**Run 1: clock wires, drivers and flops**

(4 px per um)
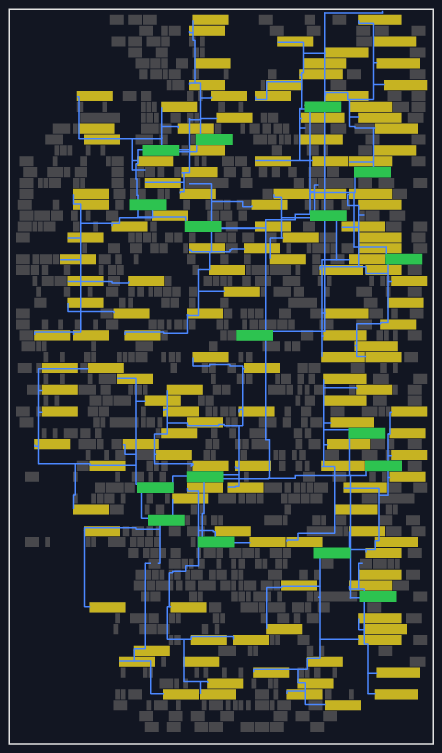
**Run 1: cell outlines without signal wires**

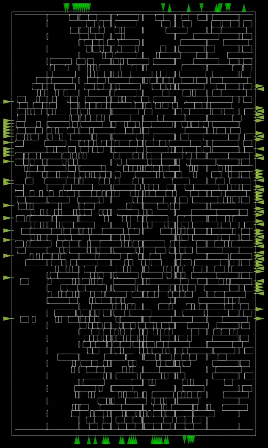
**Run 1: signal wires by layer**

(3 px per um) Only two layers are drawn.
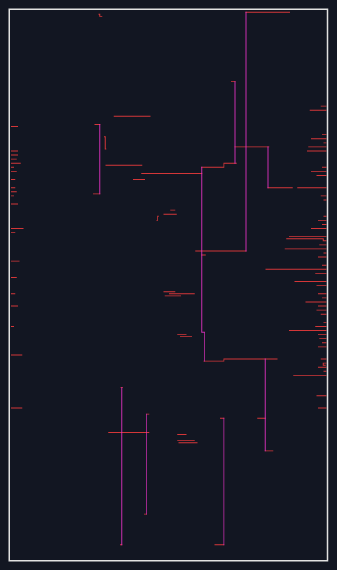
**Run 1: PDN straps and rails**

(3 px per um) Pins as bars on the die edge.
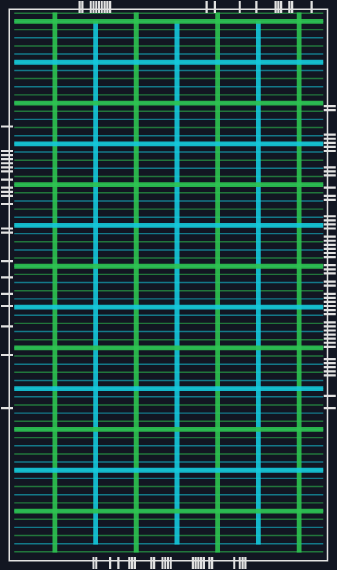
`config.mk`:
```
export PLATFORM = sky130hd
export DESIGN_NAME = mem_stream_reader
export DESIGN_NICKNAME = d
export VERILOG_FILES = /design/src/rtl/mem_stream_reader_pkg.sv /design/src/rtl/mem_stream_reader_fifo.sv /design/src/rtl/mem_stream_reader.sv
export SDC_FILE = /design/constraint.sdc
export NUM_CORES = 1
export LEC_CHECK = 0
export CAP_MARGIN = 0
export CORE_ASPECT_RATIO = 1.75
export CORE_UTILIZATION = 40
export DETAILED_ROUTE_END_ITERATION = 8
export SLEW_MARGIN = 5
export SYNTH_ARGS = -nofsm -noshare
export SYNTH_HDL_FRONTEND = slang
export SYNTH_SLANG_ARGS = --single-unit
```
`constraint.sdc`:
```
create_clock -name clk -period 8.1 [get_ports clk]
set_input_delay 1.62 -clock clk [delete_from_list [all_inputs] [get_ports clk]]
set_output_delay 1.62 -clock clk [all_outputs]
set_load 0.05 [all_outputs]
```
`src/rtl/mem_stream_reader_pkg.sv`:
```
// Shared types and default widths for the mem_stream_reader block.
package mem_stream_reader_pkg;

   localparam int unsigned ADDR_W_DEFAULT     = 16;
   localparam int unsigned DATA_W_DEFAULT     = 18;
   localparam int unsigned DIM_W_DEFAULT      = 10;
   localparam int unsigned FIFO_DEPTH_DEFAULT = 2;

   typedef enum logic [1:0] {
      StIdle,
      StRun,
      StDrain
   } state_e;

   typedef struct packed {
      logic eol;
      logic eof;
   } tag_t;

endpackage

```
`src/rtl/mem_stream_reader_fifo.sv`:
```
// Skid FIFO holding {data, eol, eof} words between the memory read port and the output stream.
module mem_stream_reader_fifo
   import mem_stream_reader_pkg::*;
#(
   parameter int unsigned DATA_W     = DATA_W_DEFAULT,
   parameter int unsigned FIFO_DEPTH = FIFO_DEPTH_DEFAULT,
   localparam int unsigned CNT_W     = $clog2(FIFO_DEPTH + 1)
) (
   input  logic              clk,
   input  logic              rst_n,
   input  logic              i_push,
   input  logic [DATA_W-1:0] i_data,
   input  tag_t              i_tag,
   input  logic              i_pop,
   output logic [DATA_W-1:0] o_data,
   output tag_t              o_tag,
   output logic              o_empty,
   output logic [CNT_W-1:0]  o_count
);

   localparam int unsigned PTR_W = $clog2(FIFO_DEPTH);

   logic [DATA_W-1:0] r_data [FIFO_DEPTH];
   tag_t              r_tag  [FIFO_DEPTH];
   logic [PTR_W-1:0]  r_wr_ptr;
   logic [PTR_W-1:0]  r_rd_ptr;
   logic [CNT_W-1:0]  r_count;

   always_ff @(posedge clk) begin
      if (i_push) begin
         r_data[r_wr_ptr] <= i_data;
         r_tag[r_wr_ptr]  <= i_tag;
      end
   end

   // Power-of-two depth lets the pointers wrap on their own.
   always_ff @(posedge clk or negedge rst_n) begin
      if (!rst_n) begin
         r_wr_ptr <= '0;
         r_rd_ptr <= '0;
         r_count  <= '0;
      end else begin
         if (i_push) r_wr_ptr <= r_wr_ptr + PTR_W'(1);
         if (i_pop)  r_rd_ptr <= r_rd_ptr + PTR_W'(1);
         case ({i_push, i_pop})
            2'b10:   r_count <= r_count + CNT_W'(1);
            2'b01:   r_count <= r_count - CNT_W'(1);
            default: r_count <= r_count;
         endcase
      end
   end

   assign o_data  = r_data[r_rd_ptr];
   assign o_tag   = r_tag[r_rd_ptr];
   assign o_empty = (r_count == '0);
   assign o_count = r_count;

endmodule

```
`src/rtl/mem_stream_reader.sv`:
```
// Raster-order region reader: drives a 1-cycle-latency memory read port into a valid/ready stream.
// Optional zero-padded border selected by defining MEM_STREAM_READER_PAD_EN.
module mem_stream_reader
   import mem_stream_reader_pkg::*;
#(
   parameter int unsigned ADDR_W     = ADDR_W_DEFAULT,
   parameter int unsigned DATA_W     = DATA_W_DEFAULT,
   parameter int unsigned DIM_W      = DIM_W_DEFAULT,
   parameter int unsigned FIFO_DEPTH = FIFO_DEPTH_DEFAULT
) (
   input  logic              clk,
   input  logic              rst_n,
   input  logic              i_start,
   input  logic [ADDR_W-1:0] i_base_addr,
   input  logic [ADDR_W-1:0] i_row_stride,
   input  logic [DIM_W-1:0]  i_width,
   input  logic [DIM_W-1:0]  i_height,
`ifdef MEM_STREAM_READER_PAD_EN
   input  logic              i_pad,
`endif
   output logic              o_busy,
   output logic              o_done,
   output logic [ADDR_W-1:0] o_mem_read_addr,
   input  logic [DATA_W-1:0] i_mem_read_data,
   output logic [DATA_W-1:0] o_out_data,
   output logic              o_out_valid,
   input  logic              i_out_ready,
   output logic              o_out_eol,
   output logic              o_out_eof
);

   localparam int unsigned CNT_W = $clog2(FIFO_DEPTH + 1);
   localparam int unsigned POS_W = DIM_W + 1;

   state_e            r_state;
   logic [ADDR_W-1:0] r_row_base;
   logic [ADDR_W-1:0] r_stride;
   logic [ADDR_W-1:0] r_last_addr;
   logic [POS_W-1:0]  r_col;
   logic [POS_W-1:0]  r_row;
   logic [POS_W-1:0]  r_last_col;
   logic [POS_W-1:0]  r_last_row;
   logic              r_inflight;
   logic              r_inflight_zero;
   tag_t              r_inflight_tag;
   logic              r_done;

   logic              w_border;
   logic [ADDR_W-1:0] w_first_row_base;
   logic [POS_W-1:0]  w_last_col;
   logic [POS_W-1:0]  w_last_row;
   logic              w_zero_size;
   logic              w_pop;
   logic              w_issue;
   logic              w_read;
   logic [ADDR_W-1:0] w_addr;
   tag_t              w_tag;
   tag_t              w_head_tag;
   logic              w_fifo_empty;
   logic [CNT_W-1:0]  w_count;
   logic [CNT_W:0]    w_used;
   logic [CNT_W:0]    w_limit;
   logic [DATA_W-1:0] w_push_data;

`ifdef MEM_STREAM_READER_PAD_EN
   logic r_pad;

   always_ff @(posedge clk or negedge rst_n) begin
      if (!rst_n) begin
         r_pad <= 1'b0;
      end else if (r_state == StIdle && i_start) begin
         r_pad <= i_pad;
      end
   end

   // Row base starts one stride and one column early so interior cells land on base_addr.
   assign w_border = r_pad & ((r_row == '0) | (r_row == r_last_row) |
                              (r_col == '0) | (r_col == r_last_col));
   assign w_first_row_base = i_pad ? (i_base_addr - i_row_stride - ADDR_W'(1)) : i_base_addr;
   assign w_last_col = i_pad ? ({1'b0, i_width} + POS_W'(1))  : ({1'b0, i_width} - POS_W'(1));
   assign w_last_row = i_pad ? ({1'b0, i_height} + POS_W'(1)) : ({1'b0, i_height} - POS_W'(1));
`else
   assign w_border         = 1'b0;
   assign w_first_row_base = i_base_addr;
   assign w_last_col       = {1'b0, i_width} - POS_W'(1);
   assign w_last_row       = {1'b0, i_height} - POS_W'(1);
`endif

   assign w_zero_size = (i_width == '0) || (i_height == '0);
   assign w_pop       = o_out_valid & i_out_ready;

   // Credit check: in-flight word plus buffered words, less any word leaving this cycle.
   assign w_used  = {1'b0, w_count} + {{CNT_W{1'b0}}, r_inflight};
   assign w_limit = (CNT_W + 1)'(FIFO_DEPTH) + {{CNT_W{1'b0}}, w_pop};
   assign w_issue = (r_state == StRun) && (w_used < w_limit);
   assign w_read  = w_issue & ~w_border;

   assign w_addr          = r_row_base + ADDR_W'(r_col);
   assign o_mem_read_addr = w_read ? w_addr : r_last_addr;

   assign w_tag.eol = (r_col == r_last_col);
   assign w_tag.eof = (r_col == r_last_col) && (r_row == r_last_row);

   always_ff @(posedge clk or negedge rst_n) begin
      if (!rst_n) begin
         r_state         <= StIdle;
         r_row_base      <= '0;
         r_stride        <= '0;
         r_last_addr     <= '0;
         r_col           <= '0;
         r_row           <= '0;
         r_last_col      <= '0;
         r_last_row      <= '0;
         r_inflight      <= 1'b0;
         r_inflight_zero <= 1'b0;
         r_inflight_tag  <= '0;
         r_done          <= 1'b0;
      end else begin
         r_done          <= 1'b0;
         r_inflight      <= w_issue;
         r_inflight_zero <= w_border;
         r_inflight_tag  <= w_tag;
         if (w_read) r_last_addr <= w_addr;
         case (r_state)
            StIdle: begin
               if (i_start) begin
                  if (w_zero_size) begin
                     r_done <= 1'b1;
                  end else begin
                     r_state    <= StRun;
                     r_row_base <= w_first_row_base;
                     r_stride   <= i_row_stride;
                     r_col      <= '0;
                     r_row      <= '0;
                     r_last_col <= w_last_col;
                     r_last_row <= w_last_row;
                  end
               end
            end
            StRun: begin
               if (w_issue) begin
                  if (w_tag.eof) begin
                     r_state <= StDrain;
                  end else if (w_tag.eol) begin
                     r_col      <= '0;
                     r_row      <= r_row + POS_W'(1);
                     r_row_base <= r_row_base + r_stride;
                  end else begin
                     r_col <= r_col + POS_W'(1);
                  end
               end
            end
            StDrain: begin
               if (w_pop && w_head_tag.eof) begin
                  r_state <= StIdle;
                  r_done  <= 1'b1;
               end
            end
            default: r_state <= StIdle;
         endcase
      end
   end

   assign w_push_data = r_inflight_zero ? '0 : i_mem_read_data;

   mem_stream_reader_fifo #(
      .DATA_W     (DATA_W),
      .FIFO_DEPTH (FIFO_DEPTH)
   ) u_fifo (
      .clk     (clk),
      .rst_n   (rst_n),
      .i_push  (r_inflight),
      .i_data  (w_push_data),
      .i_tag   (r_inflight_tag),
      .i_pop   (w_pop),
      .o_data  (o_out_data),
      .o_tag   (w_head_tag),
      .o_empty (w_fifo_empty),
      .o_count (w_count)
   );

   assign o_out_valid = ~w_fifo_empty;
   assign o_out_eol   = w_head_tag.eol;
   assign o_out_eof   = w_head_tag.eof;
   assign o_busy      = (r_state != StIdle);
   assign o_done      = r_done;

endmodule

```
==> impl_metrics.tcl, run 1 <==
# collected from the flow reports
set metrics [dict create \
    p_sw_frac 0.445 \
    nFillCells 1776 \
    fin_cells 1116 \
    status "finished, final reports clean" \
    clkTransAtPathRegs_ps 60 \
    synth_flops 142 \
    dr_wl_met2_um 9460 \
    hold_class "reg -> reg" \
    synth_seq_share 0.499 \
    ys_area_mm2 0.00752 \
    synthXorXnorAreaFrac 0.0769 \
    area_growth_pct 26.0 \
    fin_ws_ps 1780 \
    synth_top_cell_by_area "dfrtp_1" \
    min_from "r_inflight_tag[1]" \
    pwr-share-seq 0.280 \
    largest-register "u_fifo.r_data" \
    fp_nets 867 \
    reg2reg_depth 10 \
    synth-adder-area-share 0.0636 \
    finalHoldViolations 0 \
    dominant_cells "flip-flops and latches" \
    sh_comb_area 0.374 \
    grt_pass1_wl_um 29500 \
    wire_per_inst_um 15.9 \
    cp_max_fo 32 \
    top_usage_layer "met2" \
    r2r_slack_ps 4670 \
    floorplan.core_util 0.406 \
    drt-pass1-iter-count 6 \
    n_all_buffers 117 \
    synthCells 756 \
    place_congestion 0.837 \
    worst-path-buf-inv 3 \
    p_clk_frac 0.196 \
    drt_iter0_drc 374 \
    postSynthAreaPerCell_um2 9.94 \
    clock_power_uw 835 \
    yosys-stat-cells 756 \
    edf_count 40 \
    grt_max_degree 71 \
    start_kind "input pin" \
    holdWs_ps 443 \
    postCtsSetupBuffers 0 \
    antenna_found_initial 0 \
    pre_cts_ws_ps 1750 \
    tritoncts "done" \
    route.vias.total 5751 \
    drt-vias-per-instance 5.15 \
    timing.fmax_ghz 0.158 \
    wl_um 17700 \
    grt_use_met1 0.220 \
    max_slew_margin 0.259 \
    grt_pass1_vias 5861 \
    yosysUniqueCellTypes 50 \
    inverters 20 \
    clk_path_buf_depth 2 \
    combGateArea_mm2 0.00354 \
    period_minus_slack_ps 6320 \
    cpPeakStageDelay_ps 800 \
    cp_cell_sequence "clkdlybuf4s50_1, o21ai_0, o21ai_0, nor2b_1, nand2_1, inv_1, nand2_1, nand2_1, clkdlybuf4s50_1" \
    setup_viol 0 \
    final_core_util 0.512 \
    htreeDepth 4 \
    seqAreaFraction 0.396 \
    async_reset_ff_frac 0.718 \
    die-area_mm2 0.0194 \
    yosysWarnings 0 \
    hold_buffers 0 \
    dp_hpwl_um 13200 \
    vdd_drop_max_uv 402 \
    synth_top_cell_by_count "nand2_1" \
    power_frac_comb 0.523 \
    use_met3 0.0313 \
    placed_cell_area_mm2 0.00883 \
    critical_path.slowest_cell "clkdlybuf4s50_1" \
    p_leak_uw 0.00400 \
    fin_crit_sh 0.780 \
    p_comb_uw 2220 \
    rsz0062_at_grt "no" \
    layout-drive-gt1-share 0.0786 \
    topRoutingLayerUsed "met4" \
    placedCellCount 1084 \
    top_area_frac 0.340 \
    ys_top_logic_family "simple AND/OR/NAND/NOR gates" \
    crit_end "o_mem_read_addr[1]" \
    syn_area_mm2 0.00752 \
]
Back to the opening pictures, 'clock wires, drivers and flops':
[green] cells driving clock nets | count: 17
[yellow] flip-flops | count: 142
[blue] clock wires | length: 1920 um
routed clock nets: 18
flops lie: widely spread

Back to the opening pictures, 'cell outlines without signal wires':
core box area: 0.0185 mm^2
Flop Count: 142
Tap Count: 238

Back to the opening pictures, 'signal wires by layer':
| colour | layer | wire length |
|---|---|---|
| magenta | met4 | 367 um |
| red | met3 | 461 um |

Back to the opening pictures, 'PDN straps and rails':
| colour | net |
|---|---|
| cyan | VDD |
| green | VSS |
met5 straps: 13
met4 straps: 7

==> run 1 -> run 2 <==
==> constraint.sdc (replaced) <==
create_clock -name clk -period 6.15 [get_ports clk]
set_input_delay 1.23 -clock clk [delete_from_list [all_inputs] [get_ports clk]]
set_output_delay 1.23 -clock clk [all_outputs]
set_load 0.05 [all_outputs]
==> run 2 against run 1 <==
- worst hold slack improved by 2.5 ps
- setup slack worse by 810 ps
- flip-flop count unchanged
- largest cell class unchanged
- largest power group unchanged
- highest routed layer unchanged
==> impl_metrics.tcl, run 2 <==
# collected from the flow reports
set metrics [dict create \
    p_comb_uw 2960 \
    synth_top_cell_by_count "nand2_1" \
    ys_top_logic_family "simple AND/OR/NAND/NOR gates" \
    ff_count 142 \
    max_slew_margin 0.284 \
    port_buffers 112 \
    inverters 20 \
    layout-drive-gt1-share 0.0808 \
    status "finished, final reports clean" \
    period_minus_slack_ps 5180 \
    yosys-stat-cells 756 \
    taps 238 \
    cp_cell_sequence "ha_1, fa_1, a21o_1, a21oi_1, o21ai_0, nand2_1, o21ai_0, and2_1, o21ai_0, xor2_1, o21ai_0, clkdlybuf4s50_1" \
    drt-vias-per-instance 5.16 \
    yosysWarnings 0 \
    top_usage_layer "met2" \
    p_clk_frac 0.196 \
    rsz0062_at_grt "no" \
    critical_path.slowest_cell "clkdlybuf4s50_1" \
    pre_cts_ws_ps 1130 \
    synth-adder-area-share 0.0636 \
    fin_crit_sh 0.842 \
    htreeDepth 4 \
    synthCells 756 \
    start_kind "flip-flop" \
    fin_cells 1117 \
    p_sw_frac 0.448 \
    power_frac_comb 0.526 \
    combGateArea_mm2 0.00354 \
    synth_top_cell_by_area "dfrtp_1" \
    synth_seq_share 0.499 \
    coreArea_mm2 0.0185 \
    dr_wl_met2_um 9510 \
    area_growth_pct 26.0 \
    placedCellCount 1085 \
    clock_power_uw 1100 \
    drt_iter0_drc 235 \
    hold_class "reg -> reg" \
    r2r_slack_ps 3120 \
    cts.sinks 142 \
    die-area_mm2 0.0194 \
    wl_um 17700 \
    tritoncts "done" \
    synth_flops 142 \
    route.vias.total 5762 \
    n_all_buffers 118 \
    min_from "r_inflight_tag[1]" \
    use_met3 0.0409 \
    finalHoldViolations 0 \
    syn_area_mm2 0.00752 \
    async_reset_ff_frac 0.718 \
    worst-path-buf-inv 1 \
    hold_buffers 0 \
    yosysUniqueCellTypes 50 \
    top_area_frac 0.340 \
    grt_use_met1 0.223 \
    grt_pass1_vias 5818 \
    edf_count 40 \
    grt_max_degree 67 \
    cp_max_fo 6 \
    final_core_util 0.512 \
    fin_ws_ps 970 \
    vdd_drop_max_uv 542 \
    ys_area_mm2 0.00752 \
    wire_per_inst_um 15.9 \
    postSynthAreaPerCell_um2 9.94 \
    seqAreaFraction 0.396 \
    placed_cell_area_mm2 0.00883 \
    nFillCells 1755 \
    place_congestion 0.824 \
    cpPeakStageDelay_ps 860 \
    clkTransAtPathRegs_ps 60 \
    largest-register "u_fifo.r_data" \
    synthXorXnorAreaFrac 0.0769 \
    grt_pass1_wl_um 29300 \
    ios 113 \
    p_leak_uw 0.00400 \
    maxCapViolations 0 \
    pwr-share-seq 0.278 \
    fp_nets 867 \
    drt-pass1-iter-count 5 \
    postCtsSetupBuffers 0 \
    dp_hpwl_um 13400 \
    clk_path_buf_depth 2 \
    holdWs_ps 446 \
    crit_end "o_mem_read_addr[14]" \
    setup_viol 0 \
    antenna_found_initial 0 \
    nets 977 \
    topRoutingLayerUsed "met4" \
]
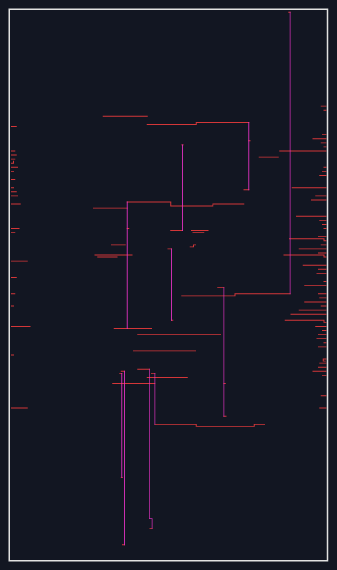
**Above:** run 2 (signal wires by layer).
(3 px per um) Only two layers are drawn.
| colour | layer | wire length |
|---|---|---|
| red | met3 | 573 um |
| magenta | met4 | 417 um |

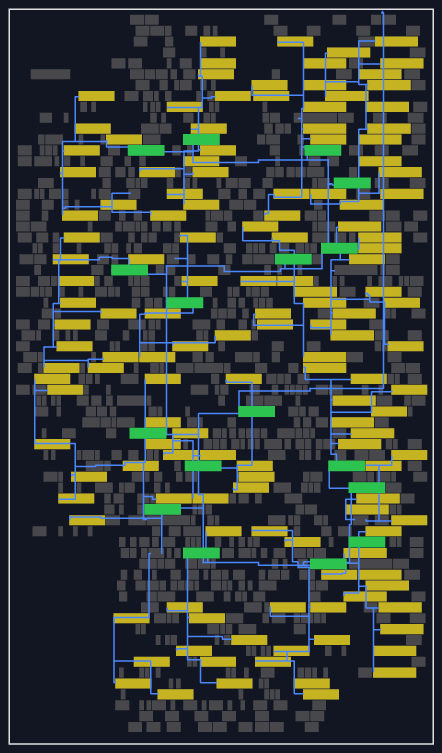
**Above:** run 2 (clock wires, drivers and flops).
(4 px per um)
[green] cells driving clock nets | count: 17
[blue] clock wires | length: 1810 um
[yellow] flip-flops | count: 142
flops lie: widely spread

==> run 2 -> run 3 <==
==> constraint.sdc (replaced) <==
create_clock -name clk -period 4.5 [get_ports clk]
set_input_delay 0.9 -clock clk [delete_from_list [all_inputs] [get_ports clk]]
set_output_delay 0.9 -clock clk [all_outputs]
set_load 0.05 [all_outputs]
==> run 3 against run 2 <==
- utilization grew 0.66 points
- non-clock buffer count increased by 2
- highest routed layer unchanged
- setup slack got worse by 720 ps
- die size stayed put
- largest cell class unchanged
==> impl_metrics.tcl, run 3 <==
# collected from the flow reports
set metrics [dict create \
    status "finished, final reports clean" \
    p_leak_uw 0.00408 \
    place_congestion 0.880 \
    ys_top_logic_family "simple AND/OR/NAND/NOR gates" \
    worst-path-buf-inv 1 \
    n_all_buffers 120 \
    r2r-end "r_last_addr[12]" \
    area_growth_pct 27.6 \
    synth_seq_share 0.499 \
    p_comb_uw 4550 \
    layout-drive-gt1-share 0.0966 \
    cp_cell_sequence "ha_1, fa_1, a21o_1, a21oi_1, o21ai_0, nand2_1, o21ai_0, and2_1, o21ai_0, xor2_1, o21ai_0, buf_12" \
    clock_power_uw 1400 \
    topRoutingLayerUsed "met4" \
    use_met3 0.0327 \
    synth_flops 142 \
    wire_per_inst_um 15.8 \
    hold_class "in -> async" \
    syn_area_mm2 0.00752 \
    r2r-start "r_row_base[0]" \
    yosysWarnings 0 \
    critical_path_class "reg -> out" \
    ios 113 \
    ys_area_mm2 0.00752 \
    fp_nets 867 \
    drt_iter0_drc 265 \
    htreeDepth 4 \
    route.vias.total 5739 \
    grt_use_met1 0.213 \
    antenna_found_initial 0 \
    crit_end "o_mem_read_addr[12]" \
    drt-pass1-iter-count 6 \
    r2r_slack_ps 1610 \
    taps 238 \
    cp_max_fo 3 \
    pre_cts_ws_ps 574 \
    wl_um 17700 \
    pwr-share-seq 0.265 \
    tritoncts "done" \
    combGateArea_mm2 0.00354 \
    top_usage_layer "met2" \
    rsz0062_at_grt "no" \
    nets 979 \
    coreArea_mm2 0.0185 \
    port_buffers 112 \
    synth-adder-area-share 0.0636 \
    period_minus_slack_ps 4250 \
    inverters 20 \
    synthCells 756 \
    clkTransAtPathRegs_ps 60 \
    nFillCells 1728 \
    largest-register "u_fifo.r_data" \
    critical_path.slowest_cell "dfrtp_1" \
    cts.sinks 142 \
    max_slew_margin 0.292 \
    top_area_frac 0.340 \
    placed_cell_area_mm2 0.00901 \
    dr_wl_met2_um 9650 \
    placedCellCount 1087 \
    finalHoldViolations 0 \
    async_reset_ff_frac 0.718 \
    holdWs_ps 437 \
    tightest_slew_ps 1060 \
    grt_pass1_wl_um 29400 \
    setup_viol 0 \
    yosys-stat-cells 756 \
    critPathTopFamily "AND-OR/OR-AND gates" \
    yosysUniqueCellTypes 50 \
    grt_pass1_vias 5883 \
    die-area_mm2 0.0194 \
    start_kind "flip-flop" \
    p_sw_frac 0.430 \
    fin_ws_ps 250 \
    grt_max_degree 58 \
    postSynthAreaPerCell_um2 9.94 \
    cts_inserted_buffers 17 \
    synthXorXnorAreaFrac 0.0769 \
    postCtsSetupBuffers 0 \
    ff_count 142 \
    clk_path_buf_depth 2 \
    maxCapViolations 0 \
    cpPeakStageDelay_ps 430 \
    edf_count 40 \
]
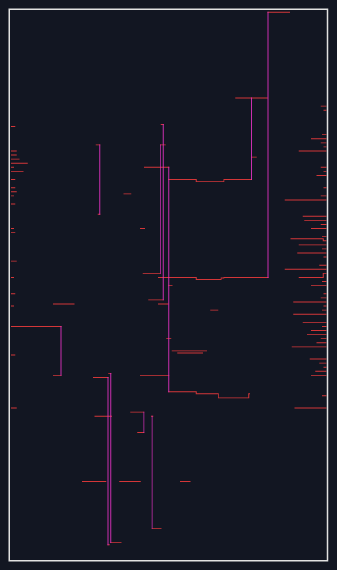
**Above:** run 3 (signal wires by layer).
(3 px per um) Only two layers are drawn.
| colour | layer | wire length |
|---|---|---|
| magenta | met4 | 488 um |
| red | met3 | 496 um |

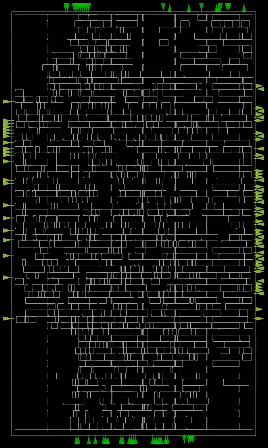
**Above:** run 3 (cell outlines without signal wires).
utilization after layout: 0.519
Site Rows: 66
Cell Count, Final, Fillers Out: 1118
Seq/total area: 0.391

Power is estimated from default activity; no workload was simulated.
